## src/rtl/alu_result_reader.sv

```systemverilog
// Circular result store with a valid/ready burst readback port.
// Optional per-entry even parity is compiled in with `define ALUSTORE_PARITY_EN.
module alu_result_reader #(
  parameter int DEPTH = 8,
  parameter int WIDTH = 8,
  parameter int AW    = $clog2(DEPTH)
) (
  input  logic             clk,
  input  logic             rst_n,
  input  logic             wr_en,
  input  logic [WIDTH-1:0] wr_data,
  input  logic             rd_start,
  input  logic [AW-1:0]    rd_addr,
  input  logic [AW:0]      rd_len,
  output logic             rd_valid,
  output logic [WIDTH-1:0] rd_data,
  output logic             rd_last,
  input  logic             rd_ready,
  output logic             busy,
  output logic [AW:0]      count,
  output logic             full,
  output logic             err
);

  typedef enum logic {IDLE, STREAM} state_t;

  localparam logic [AW:0] DEPTH_CNT = (AW+1)'(DEPTH);

  logic [WIDTH-1:0] mem [DEPTH];
  logic [DEPTH-1:0] written;
  logic [AW-1:0]    wr_ptr;
  logic [AW-1:0]    ptr;
  logic [AW-1:0]    load_addr;
  logic [AW:0]      remaining;
  logic [AW:0]      start_len;
  logic [WIDTH-1:0] load_data;
  logic             start_en;
  logic             load_en;
  logic             done;
  state_t           state;
  state_t           next_state;

  // NOTE: the storage array has no reset; the written flags make unwritten entries read as zero.
  always_ff @(posedge clk) begin
    if (wr_en) mem[wr_ptr] <= wr_data;
  end

  always_ff @(posedge clk or negedge rst_n) begin
    if (!rst_n) begin
      written <= '0;
      wr_ptr  <= '0;
      count   <= '0;
    end else if (wr_en) begin
      written[wr_ptr] <= 1'b1;
      wr_ptr          <= wr_ptr + 1'b1;
      if (count != DEPTH_CNT) count <= count + 1'b1;
    end
  end

  assign full = (count == DEPTH_CNT);

  // Reads see the array before this edge's write, so a same-entry collision yields the old value.
  assign load_data = written[load_addr] ? mem[load_addr] : '0;
  assign start_len = (rd_len > DEPTH_CNT) ? DEPTH_CNT : rd_len;

  always_ff @(posedge clk or negedge rst_n) begin
    if (!rst_n) state <= IDLE;
    else        state <= next_state;
  end

  // NOTE: every output of this block gets a default first so no latch is inferred.
  always_comb begin
    next_state = state;
    start_en   = 1'b0;
    load_en    = 1'b0;
    done       = 1'b0;
    load_addr  = ptr + 1'b1;
    unique case (state)
      IDLE: begin
        if (rd_start && (rd_len != '0)) begin
          start_en   = 1'b1;
          load_en    = 1'b1;
          load_addr  = rd_addr;
          next_state = STREAM;
        end
      end
      STREAM: begin
        if (rd_ready) begin
          if (remaining > (AW+1)'(1)) begin
            load_en = 1'b1;
          end else begin
            done       = 1'b1;
            next_state = IDLE;
          end
        end
      end
    endcase
  end

  always_ff @(posedge clk or negedge rst_n) begin
    if (!rst_n) begin
      rd_valid  <= 1'b0;
      rd_data   <= '0;
      ptr       <= '0;
      remaining <= '0;
    end else begin
      if (load_en) begin
        ptr       <= load_addr;
        rd_data   <= load_data;
        rd_valid  <= 1'b1;
        remaining <= start_en ? start_len : remaining - 1'b1;
      end else if (done) begin
        rd_valid <= 1'b0;
      end
    end
  end

  assign rd_last = rd_valid && (remaining == (AW+1)'(1));
  assign busy    = (state == STREAM);

`ifdef ALUSTORE_PARITY_EN
  logic par_mem [DEPTH];
  logic par_bad;

  always_ff @(posedge clk) begin
    if (wr_en) par_mem[wr_ptr] <= ^wr_data;
  end

  assign par_bad = written[load_addr] && ((^mem[load_addr]) != par_mem[load_addr]);

  // A fault on the first beat of a new burst wins over the clear from its rd_start.
  always_ff @(posedge clk or negedge rst_n) begin
    if (!rst_n)                  err <= 1'b0;
    else if (load_en && par_bad) err <= 1'b1;
    else if (start_en)           err <= 1'b0;
  end
`else
  assign err = 1'b0;
`endif

endmodule

```

## config.mk

```make
export PLATFORM = sky130hd
export DESIGN_NAME = alu_result_reader
export DESIGN_NICKNAME = d
export VERILOG_FILES = /design/src/rtl/alu_result_reader.sv
export SDC_FILE = /design/constraint.sdc
export NUM_CORES = 1
export LEC_CHECK = 0
export ABC_AREA = 1
export ABC_CLOCK_PERIOD_IN_PS = 2000
export CAP_MARGIN = 10
export CORE_MARGIN = 2
export CORE_UTILIZATION = 40
export CTS_BUF_LIST = sky130_fd_sc_hd__clkbuf_4
export DETAILED_ROUTE_END_ITERATION = 8
export GPL_TIMING_DRIVEN = 0
export PLACE_DENSITY = 0.59
export SLEW_MARGIN = 20
export SYNTH_ARGS = -nofsm -noshare
export SYNTH_HDL_FRONTEND = slang
export SYNTH_SLANG_ARGS = --single-unit
```

## constraint.sdc

```tcl
create_clock -name clk -period 2 [get_ports clk]
set_input_delay 0.4 -clock clk [delete_from_list [all_inputs] [get_ports clk]]
set_output_delay 0.4 -clock clk [all_outputs]
set_load 0.01 [all_outputs]
```

Figure 1. PDN straps and rails (run 1).
Scale bar: 20 µm. Pins as bars on the die edge. Tap cells in gray.
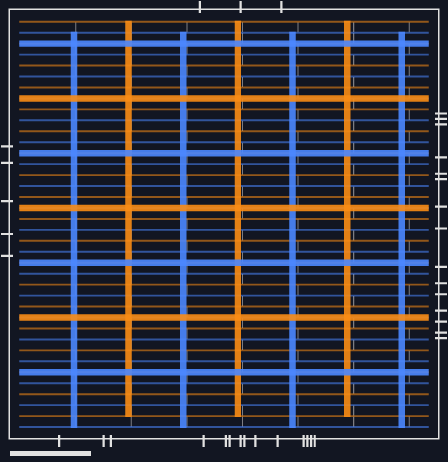
[VDD] orange
[VSS] blue
met5 straps: 7
rows: 37
Die Wd: 106 µm
area of the core: 10200 µm²
maximum VDD drop: 0.556 mV

Figure 2. Cell classes on the final placement (run 1).
Scale bar: 20 µm.
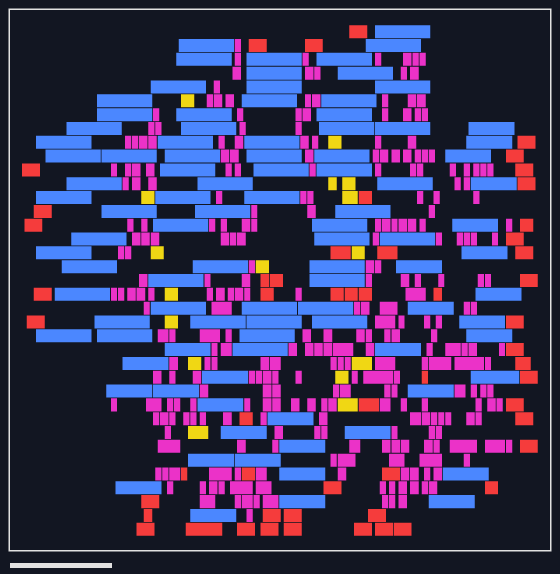
[other buffers and delay cells] red | cells: 54 | share of their area: 10%
[flops] blue | cells: 96 | share of their area: 57%
[combinational and other logic] magenta | cells: 293 | share of their area: 30%
[clock drivers and dummy loads] yellow | cells: 16 | share of their area: 2.7%
proportion of cell area occupied by registers: 55.1%
cell row count: 37

Figure 3. Clock network drawn from the DEF (run 1).
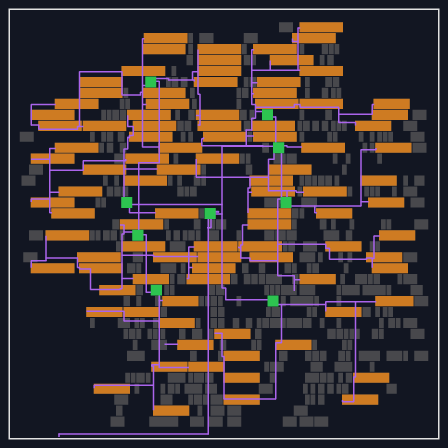
[flip-flops] orange | count: 96
[clock wires] purple | length: 1100 µm
[clock drivers] green | count: 9
flops lie: all over the die
clock latency on the worst-skew pair: 440 ps
largest clock skew in the final design: 12.4 ps
share of power burned in the clock network: 14.0%

==> reports/qor_table.md, run 1 <==
| Stage | Item | Value |
|:---|:---|:---|
| detailed routing | Met2 layer wire length in the routed design | 4.08 mm |
| placement | Routability congestion estimate | 0.781 |
| detailed routing | Total vias in the final route | 2871 |
| detailed routing | Routed wire per std cell | 14.6 µm |
| run status | Outcome | finished with violations |
| cells and area | Fraction of layout cells with a size suffix above 1 | 12.6% |
| clock network | CTS H-tree depth | 3 |
| synth | Proportion of synthesized area in mux cells | 0% |
| synth | Area fraction in compound gates after synthesis | 3.50% |
| synth | Synthesized-area fraction occupied by and/or/nand/nor cells | 23.4% |
| cells and area | Logic area | 1300 µm² |
| detailed routing | Post-route DRC violation count | 0 |
| synth | Synthesized-area fraction occupied by adder cells | 1.79% |
| sta | Shortest period the worst path allows | 2000 ps |
| clock network | Number of buffers added to fix hold violations after cts | 1 |
| sta | Post-route setup slack | -3.86 ps |
| global route | GRT overflow | 0 |
| synth | Syn. warnings | 0 |
| sta | Maximum frequency from static timing analysis | 0.499 GHz |
| setup path | Crit-path max FO | 9 |
| detailed routing | Count of antenna-violating nets left after detailed routing | 0 |
| setup path | Worst reg-to-reg setup slack | 140 ps |
| global route | Wire length of the first global-routing pass | 13.9 mm |
| floorplanning | Initial Utilization | 40.9% |
| synth | Count of state elements after synthesis | 96 |
| sta | Portion of the clock cycle consumed by the worst path in the final layout | 100% |
| clock network | Setup fix buffers added after clock tree synthesis | 1 |
| clock network | Maximum buffer depth of the clock tree | 2 |
| setup path | Slowest CP cell | sky130_fd_sc_hd__clkdlybuf4s50_1 |
| run status | Violated checks | setup timing |
| sta | Final Setup Violations | 4 |
| clock network | Num Clock Sinks | 96 |
| synth | Sequential cell area fraction in the yosys report | 65.1% |
| pwr | PwrDens | 1420 nW/µm² |
| global route | Tot GR Track Use | 16.3% |
| synth | Xor/xnor cell area share of the yosys netlist | 1.26% |
| detailed routing | Number of design-rule violations left by the first detailed-router iteration | 176 |
| clock network | Total clock buffers created by CTS | 9 |
| synth | Cell count listed in synth_stat.txt | 402 |
[run 1: cell usage in the layout (no fill, tap or decap), drive strengths merged, types with 3 or more instances in the layout]
cell type and instances:
dfrtp 32, inv 35, edfxtp 64, nor2 21
o21ai 24, ha 6, buf 16, nand3 68
xor2 3, clkbuf 12, clkdlybuf4s50 32, nand2 132
xnor2 3
[run 1: state kept, by name (all words and copies together), names as in the netlist, 3 cells and up]
signal     count
count          4
mem           64
ptr            3
rd_data        8
remaining      4
wr_ptr         3
written        8
[run 1: where the power goes]
part | leakage [nW] | total [mW] | switching, mW | internal, mW
Sequential | 0.942 | 2.68 | 0.181 | 2.49
Clock | 0.0683 | 0.989 | 0.705 | 0.284
Combinational | 1.02 | 3.37 | 2.09 | 1.29
Total | 2.03 | 7.04 | 2.97 | 4.07
[run 1: worst max-delay path by stage]
stage | start | to
final | wr_en | mem[4][5]
after CTS | wr_en | mem[0][6]
after detailed placement | wr_en | mem[6][7]
after global placement | wr_en | mem[6][2]
after floorplan | wr_en | mem[0][0]
after global routing | wr_en | mem[4][5]
[run 1: worst max-delay path: cells and delay by family]
kind | cells | cell delay, ps
buffers and inverters | 3 | 900
and+or+nand+nor | 2 | 790
[run 1: per-stage QoR]
stage | setup TNS (ps) | cells | util, %
floorplan | 0 | 402 | -
finish | -6.22 | 596 | 48.3
detailed placement | -30840 | 574 | 46.1
CTS | -1710 | 592 | 47.6
global route | -1420 | 596 | 48.3
global placement | -32690 | 573 | 46.0
[run 1: layout make-up]
type	instances	area share [%]
well taps	136	3.44
clock buffers	9	1.37
clock inverters	7	1.27
diodes	1	0.0506
inverters	31	2.36
flip-flops and latches	96	55.1
multi-input cells	262	26.3
repair buffers	41	8.18
plain buffers	13	1.95
Figure 4. Metal layers overlaid (run 1).
Scale bar: 20 µm. Two of the layers only.
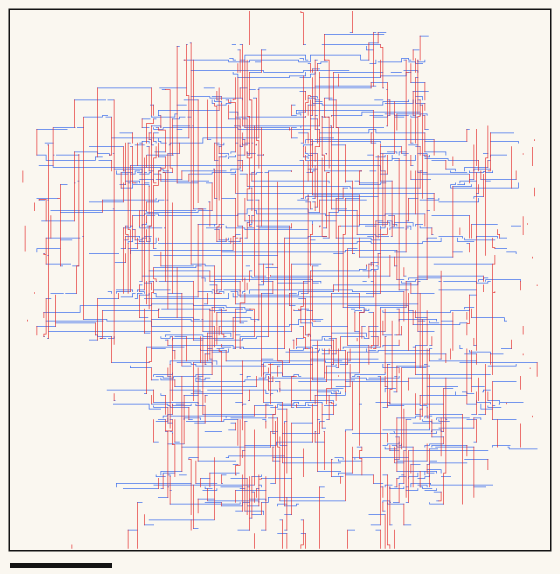

==> run 2: changes to the inputs <==
--- a/config.mk
+++ b/config.mk
@@ -14,6 +14,7 @@
 export DETAILED_ROUTE_END_ITERATION = 8
 export GPL_TIMING_DRIVEN = 0
 export PLACE_DENSITY = 0.59
+export SKIP_LAST_GASP = 1
 export SLEW_MARGIN = 20
 export SYNTH_ARGS = -nofsm -noshare
 export SYNTH_HDL_FRONTEND = slang
Figure 5. Metal layers overlaid (run 2).
Scale bar: 20 µm. Two of the layers only.
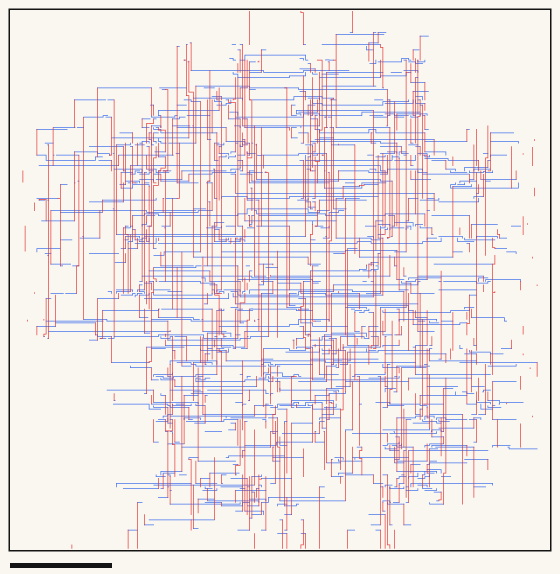
[metal 2] red | wire length: 4100 µm
[metal 1] blue | wire length: 4100 µm
Total Routed Length: 8.73 mm
total vias in the final route: 2858

==> reports/qor_table.md, run 2 <==
| Stage | Item | Value | vs previous |
|:---|:---|:---|:---|
| detailed routing | Number of design-rule violations left by the first detailed-router iteration | 172 | -2.3% |
| cells and area | Final instance count without filler cells | 596 | unchanged |
| global route | Tot GR Track Use | 16.3% | unchanged |
| run status | Violated checks | setup timing |  |
| setup path | Crit. Startpoint | wr_en |  |
| floorplanning | Cell row count | 37 | unchanged |
| sta | Portion of the clock cycle consumed by the worst path in the final layout | 101% | +0.38 points |
| cells and area | Fraction of layout cells with a size suffix above 1 | 12.6% | unchanged |
| sta | Post-route setup slack | -11.4 ps | -7.56 ps |
| cells and area | Final cell utilization of the core | 48.3% | unchanged |
| cells and area | Most frequent standard cell in the layout excluding fill and tap cells | sky130_fd_sc_hd__nand2_1 |  |
| pwr | PwrDens | 1430 nW/µm² | about the same |
| sta | Maximum frequency from static timing analysis | 0.497 GHz | -0.38% |
| setup path | Crit-path max FO | 9 | unchanged |
| synth | Number of distinct standard cells referenced by the synthesized netlist | 27 |  |
| synth | Cell count listed in synth_stat.txt | 402 | unchanged |
| floorplanning | Initial Utilization | 40.9% | unchanged |
| cells and area | Registers with the most flip-flops | mem: 64 flops, rd_data: 8 flops, written: 8 flops |  |
| detailed routing | Met2 layer wire length in the routed design | 4.10 mm | +0.47% |
| floorplanning | Chip Footprint | 11300 µm² |  |
| placement | Number of cells after detailed placement | 574 | unchanged |
| placement | Buffers added on ports | 35 |  |
| synth | Sequential cell area fraction in the yosys report | 65.1% | unchanged |
| clock network | CTS H-tree depth | 3 | unchanged |
| cells and area | Largest register by flop count | mem |  |
| sta | Shortest period the worst path allows | 2010 ps | +7.56 ps |
| floorplanning | Area of the core | 10200 µm² | unchanged |
| pwr | Maximum VDD drop | 0.555 mV | about the same |
| run status | Outcome | finished with violations |  |
| floorplanning | Die Wd | 106 µm | unchanged |
| clock network | Total clock buffers created by CTS | 9 | unchanged |
| sta | Post-Route Setup TNS | -63.1 ps | -56.9 ps |
| clock network | Clock latency on the worst-skew pair | 440 ps | about the same |
| global route | Wire length of the first global-routing pass | 13.9 mm | unchanged |
| min path | Worst min-delay path class | input port to async pin |  |
| sta | Final Setup Violations | 12 | +8 |
| detailed routing | Post-route DRC violation count | 0 | unchanged |
| cells and area | Most frequent cells in the layout | sky130_fd_sc_hd__nand2_1, sky130_fd_sc_hd__nand3_1, sky130_fd_sc_hd__edfxtp_1, sky130_fd_sc_hd__clkdlybuf4s50_1, sky130_fd_sc_hd__dfrtp_1 |  |
| detailed routing | Count of antenna-violating nets left after detailed routing | 0 | unchanged |
Figure 6. Clock network drawn from the DEF (run 2).
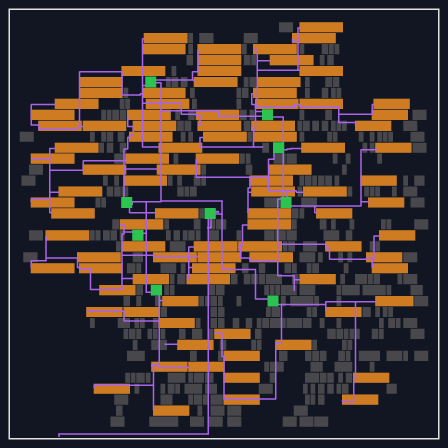
[clock wires] purple | length: 1110 µm
[flip-flops] orange | count: 96
[clock drivers] green | count: 9
routed clock nets: 10
flops lie: all over the die
largest clock skew in the final design: 13.5 ps
share of power burned in the clock network: 14.1%
power in the clock group: 990 µW

run 2: cell counts after synthesis:
No cell type changed its count.
run 2: logic make-up (layout without fill, tap and decap cells):
| kind of cell | count (synthesis) | after routing | share of synthesized area (%) |
|---|---|---|---|
| buffers and inverters | 44 | 101 | 4.93 |
| XOR/XNOR | 6 | 6 | 1.26 |
| AND-OR/OR-AND | 26 | 26 | 3.50 |
| other | 1 | 2 | 0.0896 |
| AND/OR/NAND/NOR | 223 | 223 | 23.4 |
| adder cells (fa/ha/maj) | 6 | 6 | 1.79 |
| flip-flops | 96 | 96 | 65.1 |
run 2: worst paths after layout:
check | cells after the start | slack [ps] | endpoint
min reg2reg | 2 | 480 | written[1]
max in group asynchronous | 3 | 1310 | busy
min in group clk | 2 | 480 | written[1]
max reg2reg | 3 | 130 | mem[6][3]
max | 5 | -10 | mem[6][3]
min | 2 | 290 | count[2]
run 2: layout make-up:
type,instances,area share (%)
buffer,13,1.95
clock inverter,7,1.27
tap,136,3.44
multi-input combinational,262,26.3
timing repair buffer,41,8.18
inverter,31,2.36
sequential,96,55.1
clock buffer,9,1.37
antenna,1,0.0506
run 2: critical path: stages:
cell and delay, ps:
sky130_fd_sc_hd__clkdlybuf4s50_1 540, sky130_fd_sc_hd__inv_1 90, sky130_fd_sc_hd__or2_2 270, sky130_fd_sc_hd__clkbuf_1 280
sky130_fd_sc_hd__nor2_2 530
run 2: timing repair:
item,CTS,global route
pin swaps,0,3
resized,5,14
buffers inserted,1,3
hold endpoints to repair,32,0
endpoints found under the setup margin,38,42
hold buffers,1,0
run 2: report_power, final:
group	internal [mW]	switching (mW)
sequential	2.49	0.181
combinational	1.29	2.09
clock	0.284	0.706
total	4.07	2.98
No activity file was given, so power comes from the tool's default toggle rates.
